`src/rtl/ahf_risc521_brd_rdy.sv`:
```
// RISC521 board top: 8-bit multicycle teaching CPU with a fixed 16-word ROM,
// a synchronised 5-bit switch input and a registered 8-bit display output.
module ahf_risc521_brd_rdy #(
  parameter int DATA_W      = 8,
  parameter int SYNC_STAGES = 2,
  parameter int ROM_DEPTH   = 16
) (
  input  logic              CLOCK_50,
  input  logic              Reset,
  input  logic [4:0]        SW,
  output logic [DATA_W-1:0] DISP
);

  localparam int PC_W = $clog2(ROM_DEPTH);

  typedef enum logic [1:0] {S_FETCH, S_DECODE, S_EXECUTE} state_t;

  typedef enum logic [3:0] {
    OP_NOP = 4'h0, OP_LDI = 4'h1, OP_MOV = 4'h2, OP_ADD = 4'h3,
    OP_SUB = 4'h4, OP_AND = 4'h5, OP_OR  = 4'h6, OP_XOR = 4'h7,
    OP_NOT = 4'h8, OP_SHL = 4'h9, OP_IN  = 4'hA, OP_OUT = 4'hB,
    OP_JMP = 4'hC, OP_JZ  = 4'hD, OP_NPE = 4'hE, OP_NPF = 4'hF
  } op_t;

  function automatic logic [11:0] rom_word(input logic [PC_W-1:0] addr);
    case (addr)
      PC_W'(0): rom_word = 12'hA00;  // IN  R0
      PC_W'(1): rom_word = 12'h143;  // LDI R1,3
      PC_W'(2): rom_word = 12'h310;  // ADD R0,R1
      PC_W'(3): rom_word = 12'hB00;  // OUT R0
      PC_W'(4): rom_word = 12'hC00;  // JMP 0
      default:  rom_word = 12'h000;
    endcase
  endfunction

  state_t            r_state, w_next_state;
  logic [PC_W-1:0]   r_pc;
  logic [11:0]       r_ir;
  logic [DATA_W-1:0] r_regs [4];
  logic [DATA_W-1:0] r_opa, r_opb;
  logic              r_z;
  logic [DATA_W-1:0] r_disp;
  logic [4:0]        r_sw_sync [SYNC_STAGES];

  op_t               w_op;
  logic [1:0]        w_rd, w_rs;
  logic [5:0]        w_imm;
  logic [PC_W-1:0]   w_target;
  logic [DATA_W-1:0] w_result;
  logic              w_ir_load, w_opnd_load, w_wr_en, w_z_en, w_disp_en, w_pc_en, w_jump;

  assign w_op     = op_t'(r_ir[11:8]);
  assign w_rd     = r_ir[7:6];
  assign w_rs     = r_ir[5:4];
  assign w_imm    = r_ir[5:0];
  assign w_target = r_ir[PC_W-1:0];
  assign DISP     = r_disp;

  always_ff @(posedge CLOCK_50) begin
    if (Reset) r_state <= S_FETCH;
    else       r_state <= w_next_state;
  end

  always_comb begin
    w_next_state = S_FETCH;
    case (r_state)
      S_FETCH:  w_next_state = S_DECODE;
      S_DECODE: w_next_state = S_EXECUTE;
      default:  w_next_state = S_FETCH;
    endcase
  end

  // NOTE: every output gets a default before the case so no path leaves one unassigned (no latches).
  always_comb begin
    w_ir_load   = 1'b0;
    w_opnd_load = 1'b0;
    w_pc_en     = 1'b0;
    w_wr_en     = 1'b0;
    w_z_en      = 1'b0;
    w_disp_en   = 1'b0;
    w_jump      = 1'b0;
    w_result    = '0;
    case (r_state)
      S_FETCH:  w_ir_load   = 1'b1;
      S_DECODE: w_opnd_load = 1'b1;
      S_EXECUTE: begin
        w_pc_en = 1'b1;
        case (w_op)
          OP_LDI: begin w_result = {{(DATA_W-6){1'b0}}, w_imm}; w_wr_en = 1'b1; end
          OP_MOV: begin w_result = r_opb;           w_wr_en = 1'b1; end
          OP_ADD: begin w_result = r_opa + r_opb;   w_wr_en = 1'b1; w_z_en = 1'b1; end
          OP_SUB: begin w_result = r_opa - r_opb;   w_wr_en = 1'b1; w_z_en = 1'b1; end
          OP_AND: begin w_result = r_opa & r_opb;   w_wr_en = 1'b1; w_z_en = 1'b1; end
          OP_OR:  begin w_result = r_opa | r_opb;   w_wr_en = 1'b1; w_z_en = 1'b1; end
          OP_XOR: begin w_result = r_opa ^ r_opb;   w_wr_en = 1'b1; w_z_en = 1'b1; end
          OP_NOT: begin w_result = ~r_opa;          w_wr_en = 1'b1; w_z_en = 1'b1; end
          OP_SHL: begin w_result = r_opa << 1;      w_wr_en = 1'b1; w_z_en = 1'b1; end
          OP_IN:  begin
            w_result = {{(DATA_W-5){1'b0}}, r_sw_sync[SYNC_STAGES-1]};
            w_wr_en  = 1'b1;
          end
          OP_OUT: w_disp_en = 1'b1;
          OP_JMP: w_jump    = 1'b1;
          OP_JZ:  w_jump    = r_z;
          default: ;
        endcase
      end
      default: ;
    endcase
  end

  // NOTE: the 4-entry register file is plain flops, so it is cleared by reset like any other state.
  always_ff @(posedge CLOCK_50) begin
    if (Reset) begin
      r_pc   <= '0;
      r_ir   <= '0;
      r_regs <= '{default: '0};
      r_opa  <= '0;
      r_opb  <= '0;
      r_z    <= 1'b0;
      r_disp <= '0;
      for (int i = 0; i < SYNC_STAGES; i++) r_sw_sync[i] <= '0;
    end else begin
      r_sw_sync[0] <= SW;
      for (int i = 1; i < SYNC_STAGES; i++) r_sw_sync[i] <= r_sw_sync[i-1];
      if (w_ir_load) r_ir <= rom_word(r_pc);
      if (w_opnd_load) begin
        r_opa <= r_regs[w_rd];
        r_opb <= r_regs[w_rs];
      end
      if (w_wr_en)   r_regs[w_rd] <= w_result;
      if (w_z_en)    r_z <= (w_result == '0);
      if (w_disp_en) r_disp <= r_opa;
      if (w_pc_en)   r_pc <= w_jump ? w_target : r_pc + 1'b1;
    end
  end

endmodule

```
`config.mk`:
```
export PLATFORM = sky130hd
export DESIGN_NAME = ahf_risc521_brd_rdy
export DESIGN_NICKNAME = d
export VERILOG_FILES = /design/src/rtl/ahf_risc521_brd_rdy.sv
export SDC_FILE = /design/constraint.sdc
export NUM_CORES = 1
export LEC_CHECK = 0
export ABC_AREA = 1
export CORE_ASPECT_RATIO = 1.4
export CORE_MARGIN = 2
export CORE_UTILIZATION = 65
export DETAILED_ROUTE_END_ITERATION = 10
export PLACE_DENSITY = 0.83
export RECOVER_POWER = 50
export SYNTH_ARGS = -nofsm -noshare
export SYNTH_HDL_FRONTEND = slang
export SYNTH_SLANG_ARGS = --single-unit
```
`constraint.sdc`:
```
create_clock -name CLOCK_50 -period 3.69 [get_ports CLOCK_50]
set_input_delay 0.9225 -clock CLOCK_50 [delete_from_list [all_inputs] [get_ports CLOCK_50]]
set_output_delay 0.9225 -clock CLOCK_50 [all_outputs]
set_load 0.1 [all_outputs]
```
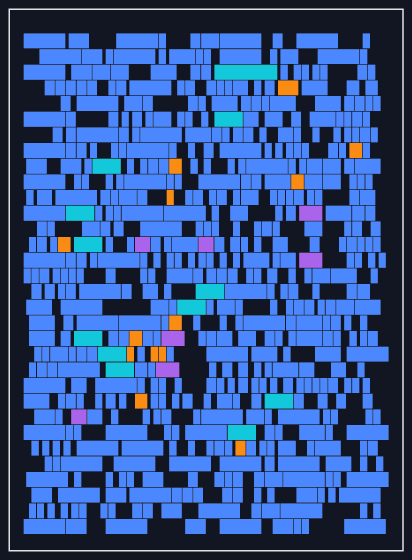
Figure 1: run 1, sizing map.
cyan -> drive 6 and up  # cells 12, share 2.1%, most used clkbuf_8
purple -> drive 3 to 4  # cells 7, share 1.3%
orange -> drive 2  # cells 13, share 2.3%, most used inv_2
blue -> drive 1 or less  # cells 527, share 94%, most used nand2_1

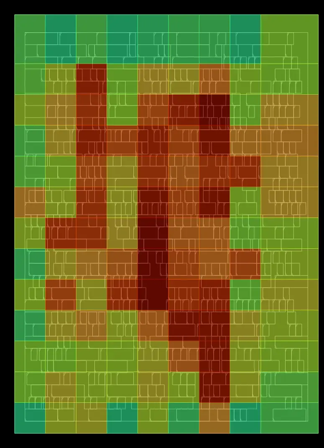
Figure 2: run 1, congestion heat map.
fin util: 0.744
met3 usage: 0.0731

==> run_results.csv, run 1 <==
group,metric,value,unit
status,status,"complete, but fails checks",
status,violations,"max-capacitance violations, max-slew violations",
sta,max_slew_margin,-0.0101,
synthesis,synthTopCellsByCount,"nand2_1 (119), inv_1 (71), dfxtp_1 (63)",
global_route,grtUsageTotal,0.347,
critical_path,slowest_stage,"dfxtp_1",
cells_and_area,num_antenna_cells,0,
critical_path,slowest_delay,0.49,ns
synthesis,ys_sh_xor,0.0164,
worst_hold_path,hold_path.class,"flip-flop to flip-flop",
synthesis,top_area_frac,0.337,
global_route,grtUsageMet1,0.402,
cells_and_area,area_growth,9.93,%
synthesis,post_synth_ao_oa_area_fraction,0.163,
synthesis,ys_types,36,
critical_path,cp_cell_sequence,"inv_2, nor2_4, nand2_4, o21ai_0, inv_1, ha_1, nand3_1, nand2_1, nand2_1, nand3_1, nand3_1, nor2_1, nand3_1, nor2_1, nand3_1, a21oi_1",
floorplanning,ios,15,
clock_tree,cts_sinks,63,
critical_path,critPathBufInv,2,
clock_tree,root_buffer,"clkbuf_8",
sta,finalHoldViolCount,0,
sta,timing.fmax,343,MHz
synthesis,syn_nets,578,
sta,drv_slew,33,
clock_tree,cts_setup_buffers,0,
job,cap_violations,1,
drt,drc_errors,0,
critical_path,cp.required,3.94,ns
synthesis,top_cell,"nand2_1",
clock_tree,cts_hold_buf,0,
sta,tightest_slew,1.52,ns
placement,place_ws,0.824,ns
floorplanning,core.rowCount,32,
drt,firstDrtPassIters,8,
sta,fin_crit,2.92,ns
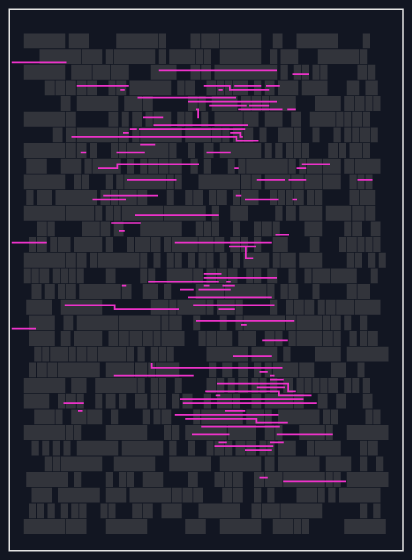
Figure 3: run 1, metal 3.
Cells faint in the background.
share of all routed wire = 6.5%
main direction = horizontal
nets with wire on the layer = 47
wire length on this layer = 655 um
longest straight run = 28.5 um
Total Wirelength: 10100 um
via count of the routed design: 3684

==> run 1: final timing paths <==
kind         slack [ns]            start         endpoint
max reg2reg        0.77         r_ir[10]              r_z
min reg2reg        0.41  r_sw_sync[0][3]  r_sw_sync[0][8]
min                0.41  r_sw_sync[0][3]  r_sw_sync[0][8]
max                0.77         r_ir[10]              r_z
==> run 1: metrics by stage <==
stage                     hold WS, ns  area, sq um  utilization  total power, mW  instances
after global placement          0.394         3920        0.709             1.25        612
final                           0.408         4110        0.744             1.87        627
after global routing            0.438         4110        0.744             1.97        627
after detailed placement        0.401         3920        0.709             1.26        612
after CTS                       0.411         4120        0.745             1.86        627
after floorplan                 0.388         3740            -             1.14        542
==> run 1: where the power goes <==
part / internal [mW] / total [mW] / switching [mW]
combinational: 0.170 / 0.494 / 0.324
sequential: 0.717 / 0.765 / 0.0486
clock: 0.344 / 0.611 / 0.266
total: 1.23 / 1.87 / 0.639
==> run 1: state kept, by name, indices dropped and copies added (netlist names), 2 cells and up <==
register and count:
r_regs 16, r_sw_sync 10, DISP 8, r_opa 8, r_opb 8, r_ir 6, r_pc 4, r_state 2
==> run 1: cells in the final DEF, fill, tap and decap left out, types with 3 or more instances in the layout <==
cell type        instances
nand2_1                119
inv_1                   71
dfxtp_1                 63
nor2_1                  56
nand3_1                 44
a21oi_1                 41
o21ai_0                 31
ha_1                    28
a221oi_1                16
clkdlybuf4s50_1         13
clkbuf_8                11
nor3_1                   6
xor2_1                   6
nand3b_1                 6
o211ai_1                 5
o21ai_1                  5
inv_2                    4
nand4_1                  4
nor2_2                   3
==> run 1: final cells by class <==
type,count,share of cell area
timing repair buffer,17,0.0386
inverter,76,0.0694
multi-input combinational,388,0.517
clock buffer,12,0.0377
tap,68,0.0207
clock inverter,3,0.0103
sequential,63,0.307
Figure 4. Clock distribution (run 1).
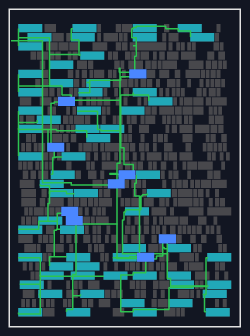

==> inputs of run 2 (changes only) <==
--- a/config.mk
+++ b/config.mk
@@ -8,9 +8,9 @@
 export ABC_AREA = 1
 export CORE_ASPECT_RATIO = 1.4
 export CORE_MARGIN = 2
-export CORE_UTILIZATION = 65
+export CORE_UTILIZATION = 61
 export DETAILED_ROUTE_END_ITERATION = 10
-export PLACE_DENSITY = 0.83
+export PLACE_DENSITY = 0.79
 export RECOVER_POWER = 50
 export SYNTH_ARGS = -nofsm -noshare
 export SYNTH_HDL_FRONTEND = slang
==> constraint.sdc (replaced) <==
create_clock -name CLOCK_50 -period 2.88 [get_ports CLOCK_50]
set_input_delay 0.72 -clock CLOCK_50 [delete_from_list [all_inputs] [get_ports CLOCK_50]]
set_output_delay 0.72 -clock CLOCK_50 [all_outputs]
set_load 0.1 [all_outputs]
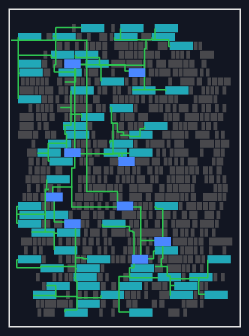
Figure 5: run 2, clock distribution.
blue -> cells driving clock nets  # count 9
cyan -> flip-flops  # count 63
green -> clock wires  # length 752 um
routed clock nets = 10
Clock Power: 874 uW
Latency at later pin: 0.34 ns
clk_skew: 0.00933 ns
Clock Power Share: 0.350

==> run_results.csv, run 2 <==
group,metric,value,unit
critical_path,startpoint_type,"flip-flop",
global_route,gr-usage-met3,0.0510,
global_route,grt_pass1_vias,3455,
cells_and_area,fin_util,0.706,
global_route,grtUsageMet1,0.365,
cells_and_area,area_growth,11.4,%
cells_and_area,num_antenna_cells,0,
power,pwr-share-seq,0.391,
synthesis,ys_seq_share,0.337,
synthesis,synthTopCellsByCount,"nand2_1 (119), inv_1 (71), dfxtp_1 (63)",
sta,drv_slew,0,
synthesis,synth-edff-count,0,
drt,drc_errors,0,
synthesis,top_area_frac,0.337,
power,combPwrFrac,0.259,
power,p_int,1.68,mW
power,p_sw,819,uW
synthesis,simple_gate_share,0.289,
critical_path,crit_end,"r_z",
sta,fin_crit,2.64,ns
drt,route.vias.total,3713,
floorplanning,core.rowCount,33,
critical_path,critPathLaunch,"r_opb[2]",
sta,max_slew_margin,0.217,
synthesis,top_cell,"nand2_1",
critical_path,rr_endpoint,"r_z",
floorplanning,ios,15,
synthesis,ys_types,36,
critical_path,timing.rr.start,"r_opb[2]",
drt,wl_per_cell,15.3,um
power,total_power,2.50,mW
synthesis,syn_area,3740,sq um
clock_tree,cts_setup_buffers,0,
status,status,"completed",
clock_tree,clk_path_buf_depth,2,
synthesis,ys_sh_xor,0.0164,
sta,timing.fmax,379,MHz
power,switching_share,0.328,
power,p_leak,1.98,nW
drt,firstDrtPassIters,5,
clock_tree,root_buffer,"clkbuf_8",
drt,routed_wl,9810,um
sta,finalHoldViolCount,0,
cells_and_area,layout_top_cell,"nand2_1",
clock_tree,cts_sinks,63,
global_route,grt_max_degree,34,
cells_and_area,largest_reg_flops,16,
cells_and_area,lay_top_cells,"nand2_1 (119), inv_1 (70), dfxtp_1 (62)",
power,power_leader,"registers",
job,cap_violations,0,
worst_hold_path,hold_path.class,"flip-flop to flip-flop",
synthesis,yosysChipArea,3740,sq um
critical_path,r2r_slack,0.24,ns
floorplanning,fp_util,0.634,
sta,whs,0.408,ns
synthesis,numSynthFlops,63,
critical_path,worstPathArrival,2.82,ns
critical_path,cp.required,3.06,ns
cells_and_area,biggestRegsByFlops,"r_regs: 16 flops, r_sw_sync: 10 flops",
cells_and_area,top_register,"r_regs",
sta,tightest_slew,1.18,ns
synthesis,syn_nets,578,
power,pg_seq,979,uW
synthesis,post_synth_ao_oa_area_fraction,0.163,
worst_hold_path,min_from,"r_sw_sync[0][1]",
clock_tree,cts_hold_buf,0,
global_route,grtUsageTotal,0.300,
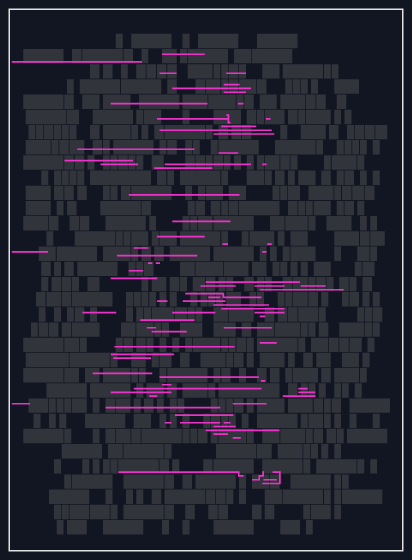
Figure 6: run 2, metal 3.
Cells faint in the background.
longest straight run = 23.0 um
main direction = horizontal

## run 2: cell counts after synthesis
No cell type changed its count.
## run 2: cell type report
| type | count | area, sq um |
|---|---|---|
| multi-input combinational | 388 | 2130 |
| fill | 520 | 1740 |
| sequential | 63 | 1260 |
| inverter | 76 | 285 |
| timing repair buffer | 26 | 173 |
| clock buffer | 11 | 151 |
| tap | 70 | 87.6 |
| clock inverter | 5 | 80.1 |
## run 2: metrics by stage
stage | setup WS, ns | instance area, sq um | std cells
after floorplan | 0.567 | 3740 | 542
after global placement | 0.285 | 3970 | 623
after detailed placement | 0.245 | 3970 | 623
after CTS | 0.224 | 4200 | 639
after global routing | 0.0148 | 4170 | 639
final | 0.244 | 4170 | 639
## run 2: worst max-delay path, cell delays in order, from the launching register on
cell and delay (ns):
dfxtp_1 0.38, inv_1 0.14, nand3_1 0.18, o31ai_1 0.31, xor2_1 0.11, ha_1 0.40
nand2_1 0.09, or2_2 0.32, nand3_1 0.07, nand2_1 0.05, nand2_1 0.05, nand2_1 0.04
nand2_1 0.10, nand2_1 0.10, nand3_1 0.10, a21oi_1 0.06
## run 2: how the worst min path moves through the flow
stage	endpoint	slack, ns
2_1_floorplan	r_sw_sync[0][5]	0.39
3_3_place_gp	r_sw_sync[0][9]	0.39
3_5_place_dp	r_sw_sync[0][5]	0.40
4_1_cts	r_sw_sync[0][5]	0.41
5_1_grt	r_sw_sync[0][8]	0.42
6_report	r_sw_sync[0][6]	0.41
## run 2: logic make-up after synthesis
group                      count (synthesis)
DFF                                       63
adders and majority gates                 29
buffers and inverters                     91
AOI/OAI and AO/OA                        104
xor gates and xnor gates                   7
and+or+nand+nor                          248
Power figures rest on the tool's default switching activity, not on a simulated workload.
